**config.mk**
```make
export PLATFORM = sky130hd
export DESIGN_NAME = sm83_int_dispatch
export DESIGN_NICKNAME = d
export VERILOG_FILES = /design/src/rtl/sm83_int_dispatch.sv
export SDC_FILE = /design/constraint.sdc
export NUM_CORES = 1
export LEC_CHECK = 0
export CAP_MARGIN = 30
export CORE_MARGIN = 4
export CORE_UTILIZATION = 30
export DETAILED_ROUTE_END_ITERATION = 6
export GPL_TIMING_DRIVEN = 0
export SETUP_SLACK_MARGIN = 0.15
export SLEW_MARGIN = 20
export SYNTH_ARGS = -nofsm -noshare
export SYNTH_HDL_FRONTEND = slang
export SYNTH_SLANG_ARGS = --single-unit
```
**constraint.sdc**
```tcl
create_clock -name clk -period 2.1 [get_ports clk]
set_input_delay 0.21 -clock clk [delete_from_list [all_inputs] [get_ports clk]]
set_output_delay 0.21 -clock clk [all_outputs]
set_load 0.05 [all_outputs]
```
**src/rtl/sm83_int_dispatch.sv**
```systemverilog
// ---------------------------------------------------------------------------
// sm83_int_dispatch
//
// Interrupt master controller and dispatch sequencer for the SM83 core.
// Owns IME, the EI one-instruction delay and HALT/wake. Pending sources
// (IE & IF) are arbitrated by fixed priority (bit 0 highest). A dispatch
// runs for five M-cycles: two idle cycles, a two-byte push of the return
// PC through the core memory port, and a final cycle that loads the
// vector into PC, the decremented SP into SP and clears the serviced IF
// bit.
//
// Ports
//   clk, rst            core clock, synchronous active-high reset
//   mcycle_tick         one-clk pulse at the end of every M-cycle
//   instr_boundary      with mcycle_tick: next M-cycle is an opcode fetch
//   ie, if_req          IE / IF register contents
//   ei/di/reti/halt_pulse  decoded instruction strobes (one clk each)
//   pc_in, sp_in        current PC (return address) and SP
//   ime                 interrupt master enable
//   halted              core sits in HALT
//   fetch_inhibit       core must not fetch or advance PC
//   halt_bug            one-clk pulse: HALT with IME=0 and an IRQ pending
//   bus_wr/bus_addr/bus_wdata  stack push request for the current M-cycle
//   pc_wr/pc_out, sp_wr/sp_out register file load strobes and values
//   if_clr              one-hot, one clk: IF bit serviced by this dispatch
// ---------------------------------------------------------------------------
module sm83_int_dispatch #(
    parameter int unsigned NUM_IRQ    = 5,
    parameter logic [15:0] VEC_BASE   = 16'h0040,
    parameter int unsigned VEC_STRIDE = 8
) (
    input  logic               clk,
    input  logic               rst,
    input  logic               mcycle_tick,
    input  logic               instr_boundary,
    input  logic [NUM_IRQ-1:0] ie,
    input  logic [NUM_IRQ-1:0] if_req,
    input  logic               ei_pulse,
    input  logic               di_pulse,
    input  logic               reti_pulse,
    input  logic               halt_pulse,
    input  logic [15:0]        pc_in,
    input  logic [15:0]        sp_in,
    output logic               ime,
    output logic               halted,
    output logic               fetch_inhibit,
    output logic               halt_bug,
    output logic               bus_wr,
    output logic [15:0]        bus_addr,
    output logic [7:0]         bus_wdata,
    output logic               pc_wr,
    output logic [15:0]        pc_out,
    output logic               sp_wr,
    output logic [15:0]        sp_out,
    output logic [NUM_IRQ-1:0] if_clr
);

    typedef enum logic [2:0] {
        S_IDLE,
        S_HALTED,
        S_D_W1,
        S_D_W2,
        S_D_PUSH_HI,
        S_D_PUSH_LO,
        S_D_JUMP
    } state_t;

    state_t             state_q;
    logic               ime_q;
    logic               ei_dly_q;
    logic               halted_q;
    logic               fetch_inhibit_q;
    logic               halt_bug_q;
    logic               bus_wr_q;
    logic [15:0]        bus_addr_q;
    logic [7:0]         bus_wdata_q;
    logic               pc_wr_q;
    logic [15:0]        pc_out_q;
    logic               sp_wr_q;
    logic [15:0]        sp_out_q;
    logic [NUM_IRQ-1:0] if_clr_q;

    // Dispatch context captured at the triggering boundary / push
    logic [15:0]        pc_q;
    logic [15:0]        sp_q;
    logic [15:0]        target_q;
    logic [NUM_IRQ-1:0] clear_q;

    // Combinational helpers
    logic [NUM_IRQ-1:0] pend_d;
    logic [NUM_IRQ-1:0] sel_onehot_d;
    logic [15:0]        vec_d;
    logic               any_pend_d;
    logic               boundary_tick_d;
    logic               ime_d;
    logic               ei_dly_d;
    logic [15:0]        vec_tbl [NUM_IRQ];

    assign pend_d          = ie & if_req;
    assign any_pend_d      = |pend_d;
    assign boundary_tick_d = mcycle_tick & instr_boundary;

    // Vector table: one fixed address per source.
    for (genvar gi = 0; gi < NUM_IRQ; gi++) begin : g_vec
        assign vec_tbl[gi] = VEC_BASE + 16'(gi * VEC_STRIDE);
    end

    // Fixed priority: the lowest-numbered pending source wins.
    always_comb begin
        logic seen;
        seen         = 1'b0;
        sel_onehot_d = '0;
        vec_d        = 16'h0000;
        for (int i = 0; i < NUM_IRQ; i++) begin
            if (pend_d[i] && !seen) begin
                sel_onehot_d[i] = 1'b1;
                vec_d           = vec_tbl[i];
                seen            = 1'b1;
            end
        end
    end

    // IME / EI-delay update applied whenever the sequencer is not
    // starting or running a dispatch. DI beats everything; the delayed
    // EI matures on the next instruction boundary; a fresh EI re-arms
    // the delay even if an older one matures in the same clk.
    always_comb begin
        ime_d    = ime_q;
        ei_dly_d = ei_dly_q;
        if (di_pulse) begin
            ime_d    = 1'b0;
            ei_dly_d = 1'b0;
        end else begin
            if (ei_dly_q && boundary_tick_d) begin
                ime_d    = 1'b1;
                ei_dly_d = 1'b0;
            end
            if (reti_pulse) begin
                ime_d = 1'b1;
            end
            if (ei_pulse) begin
                ei_dly_d = 1'b1;
            end
        end
    end

    always_ff @(posedge clk) begin
        if (rst) begin
            state_q         <= S_IDLE;
            ime_q           <= 1'b0;
            ei_dly_q        <= 1'b0;
            halted_q        <= 1'b0;
            fetch_inhibit_q <= 1'b0;
            halt_bug_q      <= 1'b0;
            bus_wr_q        <= 1'b0;
            bus_addr_q      <= 16'h0000;
            bus_wdata_q     <= 8'h00;
            pc_wr_q         <= 1'b0;
            pc_out_q        <= 16'h0000;
            sp_wr_q         <= 1'b0;
            sp_out_q        <= 16'h0000;
            if_clr_q        <= '0;
            pc_q            <= 16'h0000;
            sp_q            <= 16'h0000;
            target_q        <= 16'h0000;
            clear_q         <= '0;
        end else begin
            // Single-clk strobes default low
            halt_bug_q <= 1'b0;
            pc_wr_q    <= 1'b0;
            sp_wr_q    <= 1'b0;
            if_clr_q   <= '0;

            case (state_q)
                S_IDLE: begin
                    // A boundary where the EI delay matures never dispatches,
                    // so the instruction after EI always runs.
                    if (boundary_tick_d && ime_q && !ei_dly_q && any_pend_d) begin
                        pc_q            <= pc_in;
                        sp_q            <= sp_in;
                        ime_q           <= 1'b0;
                        fetch_inhibit_q <= 1'b1;
                        state_q         <= S_D_W1;
                    end else begin
                        ime_q    <= ime_d;
                        ei_dly_q <= ei_dly_d;
                        if (halt_pulse) begin
                            if (!ime_q && any_pend_d) begin
                                halt_bug_q <= 1'b1;
                            end else begin
                                halted_q        <= 1'b1;
                                fetch_inhibit_q <= 1'b1;
                                state_q         <= S_HALTED;
                            end
                        end
                    end
                end

                S_HALTED: begin
                    // Any M-cycle tick with a pending source wakes the core;
                    // with IME set the wake goes straight into a dispatch.
                    if (mcycle_tick && any_pend_d && ime_q) begin
                        pc_q     <= pc_in;
                        sp_q     <= sp_in;
                        ime_q    <= 1'b0;
                        halted_q <= 1'b0;
                        state_q  <= S_D_W1;
                    end else begin
                        ime_q    <= ime_d;
                        ei_dly_q <= ei_dly_d;
                        if (mcycle_tick && any_pend_d) begin
                            halted_q        <= 1'b0;
                            fetch_inhibit_q <= 1'b0;
                            state_q         <= S_IDLE;
                        end
                    end
                end

                S_D_W1: begin
                    if (mcycle_tick) begin
                        state_q <= S_D_W2;
                    end
                end

                S_D_W2: begin
                    if (mcycle_tick) begin
                        bus_wr_q    <= 1'b1;
                        bus_addr_q  <= sp_q - 16'd1;
                        bus_wdata_q <= pc_q[15:8];
                        state_q     <= S_D_PUSH_HI;
                    end
                end

                S_D_PUSH_HI: begin
                    if (mcycle_tick) begin
                        bus_addr_q  <= sp_q - 16'd2;
                        bus_wdata_q <= pc_q[7:0];
                        state_q     <= S_D_PUSH_LO;
                    end
                end

                S_D_PUSH_LO: begin
                    if (mcycle_tick) begin
                        bus_wr_q    <= 1'b0;
                        bus_addr_q  <= 16'h0000;
                        bus_wdata_q <= 8'h00;
                        // Priority is re-evaluated here: the high-byte push
                        // may have landed on IE and changed what is pending.
                        if (any_pend_d) begin
                            target_q <= vec_d;
                            clear_q  <= sel_onehot_d;
                        end else begin
                            target_q <= 16'h0000;
                            clear_q  <= '0;
                        end
                        state_q <= S_D_JUMP;
                    end
                end

                S_D_JUMP: begin
                    if (mcycle_tick) begin
                        pc_wr_q         <= 1'b1;
                        pc_out_q        <= target_q;
                        sp_wr_q         <= 1'b1;
                        sp_out_q        <= sp_q - 16'd2;
                        if_clr_q        <= clear_q;
                        fetch_inhibit_q <= 1'b0;
                        state_q         <= S_IDLE;
                    end
                end

                default: begin
                    state_q <= S_IDLE;
                end
            endcase
        end
    end

    assign ime           = ime_q;
    assign halted        = halted_q;
    assign fetch_inhibit = fetch_inhibit_q;
    assign halt_bug      = halt_bug_q;
    assign bus_wr        = bus_wr_q;
    assign bus_addr      = bus_addr_q;
    assign bus_wdata     = bus_wdata_q;
    assign pc_wr         = pc_wr_q;
    assign pc_out        = pc_out_q;
    assign sp_wr         = sp_wr_q;
    assign sp_out        = sp_out_q;
    assign if_clr        = if_clr_q;

endmodule
```
### Port wiring

(4 px per um)
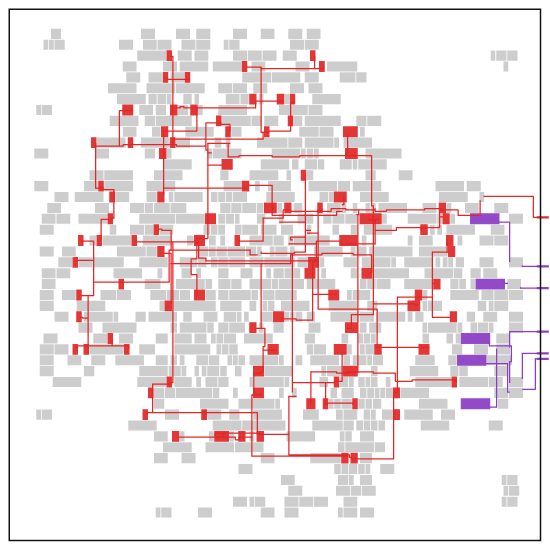
red -> rst  # bits 1, direction input, edge east, end cells 98, buffers 11, wire 1500 um
purple -> if_clr  # bits 5, direction output, edge east, end cells 5, buffers 5, wire 101 um

### Signal metal coverage by tile

(3 px per um) 26 x 26 tiles, from white (low) to dark blue (high), scaled to the fullest tile. Values are wire area over tile area, all layers added.
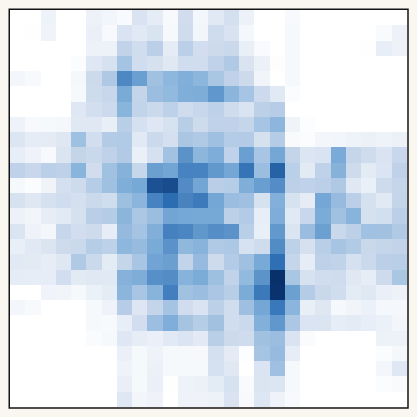
emptiest ninth of the die = north-east
tiles over half the peak = 8.0%
nearly empty tiles = 24%
fullest tile = 0.70
mean over tiles = 0.14
densest ninth of the die = center

==> job_summary.md <==
## PnR job results

| Metric | Value |
|---|---|
| Outcome | `finished clean` |
| Final net count | `747` |
| Worst setup SP type | `flip-flop` |
| Least-Margin Pin Slew | `~0.66 ns` |
| Sequential share of power | `0.427` |
| Chip width | `about 130 um` |
| Final core occ | `0.441` |
| Clk network pwr share | `0.431` |
| Distinct lib cells | `approximately 60` |
| Post-route setup slack | `around 0.15 ns` |
| Final Skew | `about 0.0074 ns` |
| Initial antenna violation count | `0` |
| Post-Place Cells | `around 850` |
| CP Capture Type | `flip-flop` |
| Clk latency late pin | `0.36 ns` |
| DRT iter0 DRCs | `295` |
| Post-synth seq share | `0.427` |
| Critical Path Start | `sp_q[4]$_SDFFE_PP0P_` |
| Final HPWL DP | `roughly 11 mm` |
| Max_cap viols | `0` |
| Dominant register cell | `dfxtp_1` |
| Hold path startpoint | `clear_q[1]$_SDFFE_PP0P_` |
| Via count | `4506` |
| Mapped Area | `4650 um2` |
| PortBufs | `just over 100` |
| Mapped Cells | `between 500 and 600` |
| Post-layout period usage | `0.931` |
| DP Area | `5950 um2` |
| Crit Path Max Fanout | `8` |
| # rows | `~45` |
| CTS Root Cell | `clkbuf_16` |
| Setup Viol. Count Final | `0` |
| CTS Buf Count | `9` |
| GRT Total Usage | `0.165` |
## cells in the mapped netlist, types with 5 or more instances
library cell,instances,area share
xnor2_1,13,0.025
and3_1,8,0.011
o21ai_0,21,0.023
and2_1,5,0.0067
nand2_1,30,0.024
clkbuf_1,32,0.026
a211oi_1,22,0.036
or3_1,8,0.011
a21oi_1,34,0.037
nor2_1,93,0.075
xor2_1,6,0.011
mux2i_1,34,0.073
nor3_1,27,0.029
nand3_1,10,0.011
buf_4,14,0.023
dfxtp_1,99,0.43
inv_1,8,0.0065
## path summary, 6_finish.rpt
check                                    to  slack (ns)  cells after the start
hold reg to reg     clear_q[1]$_SDFFE_PP0P_        0.45                      2
setup / recovery  bus_addr[12]$_SDFFE_PP0P_        0.15                      7
setup reg to reg  bus_addr[12]$_SDFFE_PP0P_        0.15                      7
hold / removal      clear_q[1]$_SDFFE_PP0P_        0.45                      2
## worst max-delay path, cell delays in order (launching register included)
cell	delay [ns]
dfxtp_1	0.30
buf_4	0.16
or2_1	0.25
or4_4	0.45
buf_8	0.16
mux2_4	0.31
o22ai_2	0.13
o21ai_1	0.09
## state kept, by name (all words and copies together), names as in the netlist
| name | cells |
|---|---|
| bus_addr | 16 |
| pc_q | 16 |
| sp_out | 16 |
| sp_q | 16 |
| bus_wdata | 8 |
| if_clr | 5 |
| clear_q | 4 |
| pc_out | 4 |
| target_q | 4 |
| state_q | 3 |
| bus_wr | 1 |
| ei_dly_q | 1 |
| fetch_inhibit | 1 |
| halt_bug | 1 |
| halted | 1 |
| ime | 1 |
| sp_wr | 1 |
## logic make-up after synthesis
family                     count (synthesis)  synth area share
AOI/OAI and AO/OA                        113             0.159
and+or+nand+nor                          211             0.221
other                                      1          0.000807
xor gates and xnor gates                  19            0.0358
muxes                                     37            0.0805
DFF                                       99             0.427
buffers and inverters                     63            0.0684
adders and majority gates                  3           0.00808
## layout by cell type, fill, tap and decap left out, types with 7 or more instances in the layout
master             n
clkdlybuf4s50_1  103
dfxtp_1           93
nor2_1            91
buf_4             35
a21oi_1           34
mux2i_1           34
nand2_1           30
nor3_1            23
a211oi_1          21
clkbuf_1          20
o21ai_0           16
xnor2_1           12
conb_1            12
clkbuf_2          11
nand3_1            9
clkbuf_16          9
buf_6              8
and3_1             8
or3_1              7
## power groups by stage
stage	Clock [mW]	Combinational, mW	Sequential, mW
after floorplan	0	0.338	1.99
after global placement	0	0.558	1.96
after detailed placement	0	0.565	1.96
after CTS	1.97	0.594	1.92
after global routing	2.04	0.687	1.92
final	1.94	0.641	1.92
## timing repair
item,4_1_cts,5_1_grt
resized,27,58
endpoints found under the setup margin,67,72
pin swaps,6,14
setup buffers,9,13
## metal layers
metal | up-vias | global-route usage | share of wire
met5 | - | 0 | 0
met4 | 0 | 0.0554 | 0.020
met3 | 21 | 0.0517 | 0.065
met2 | 166 | 0.275 | 0.49
met1 | 2129 | 0.203 | 0.43
li1 | 2190 | - | -
## area by class of cell
type	instances	area, um2
clock buffers	11	253
plain buffers	55	338
repair buffers	126	1200
clock inverters	4	97.6
well taps	188	235
flip-flops and latches	99	1990
inverters	8	35.0
fillers	1465	8500
multi-input cells	395	2540
No activity file was given, so power comes from the tool's default toggle rates.
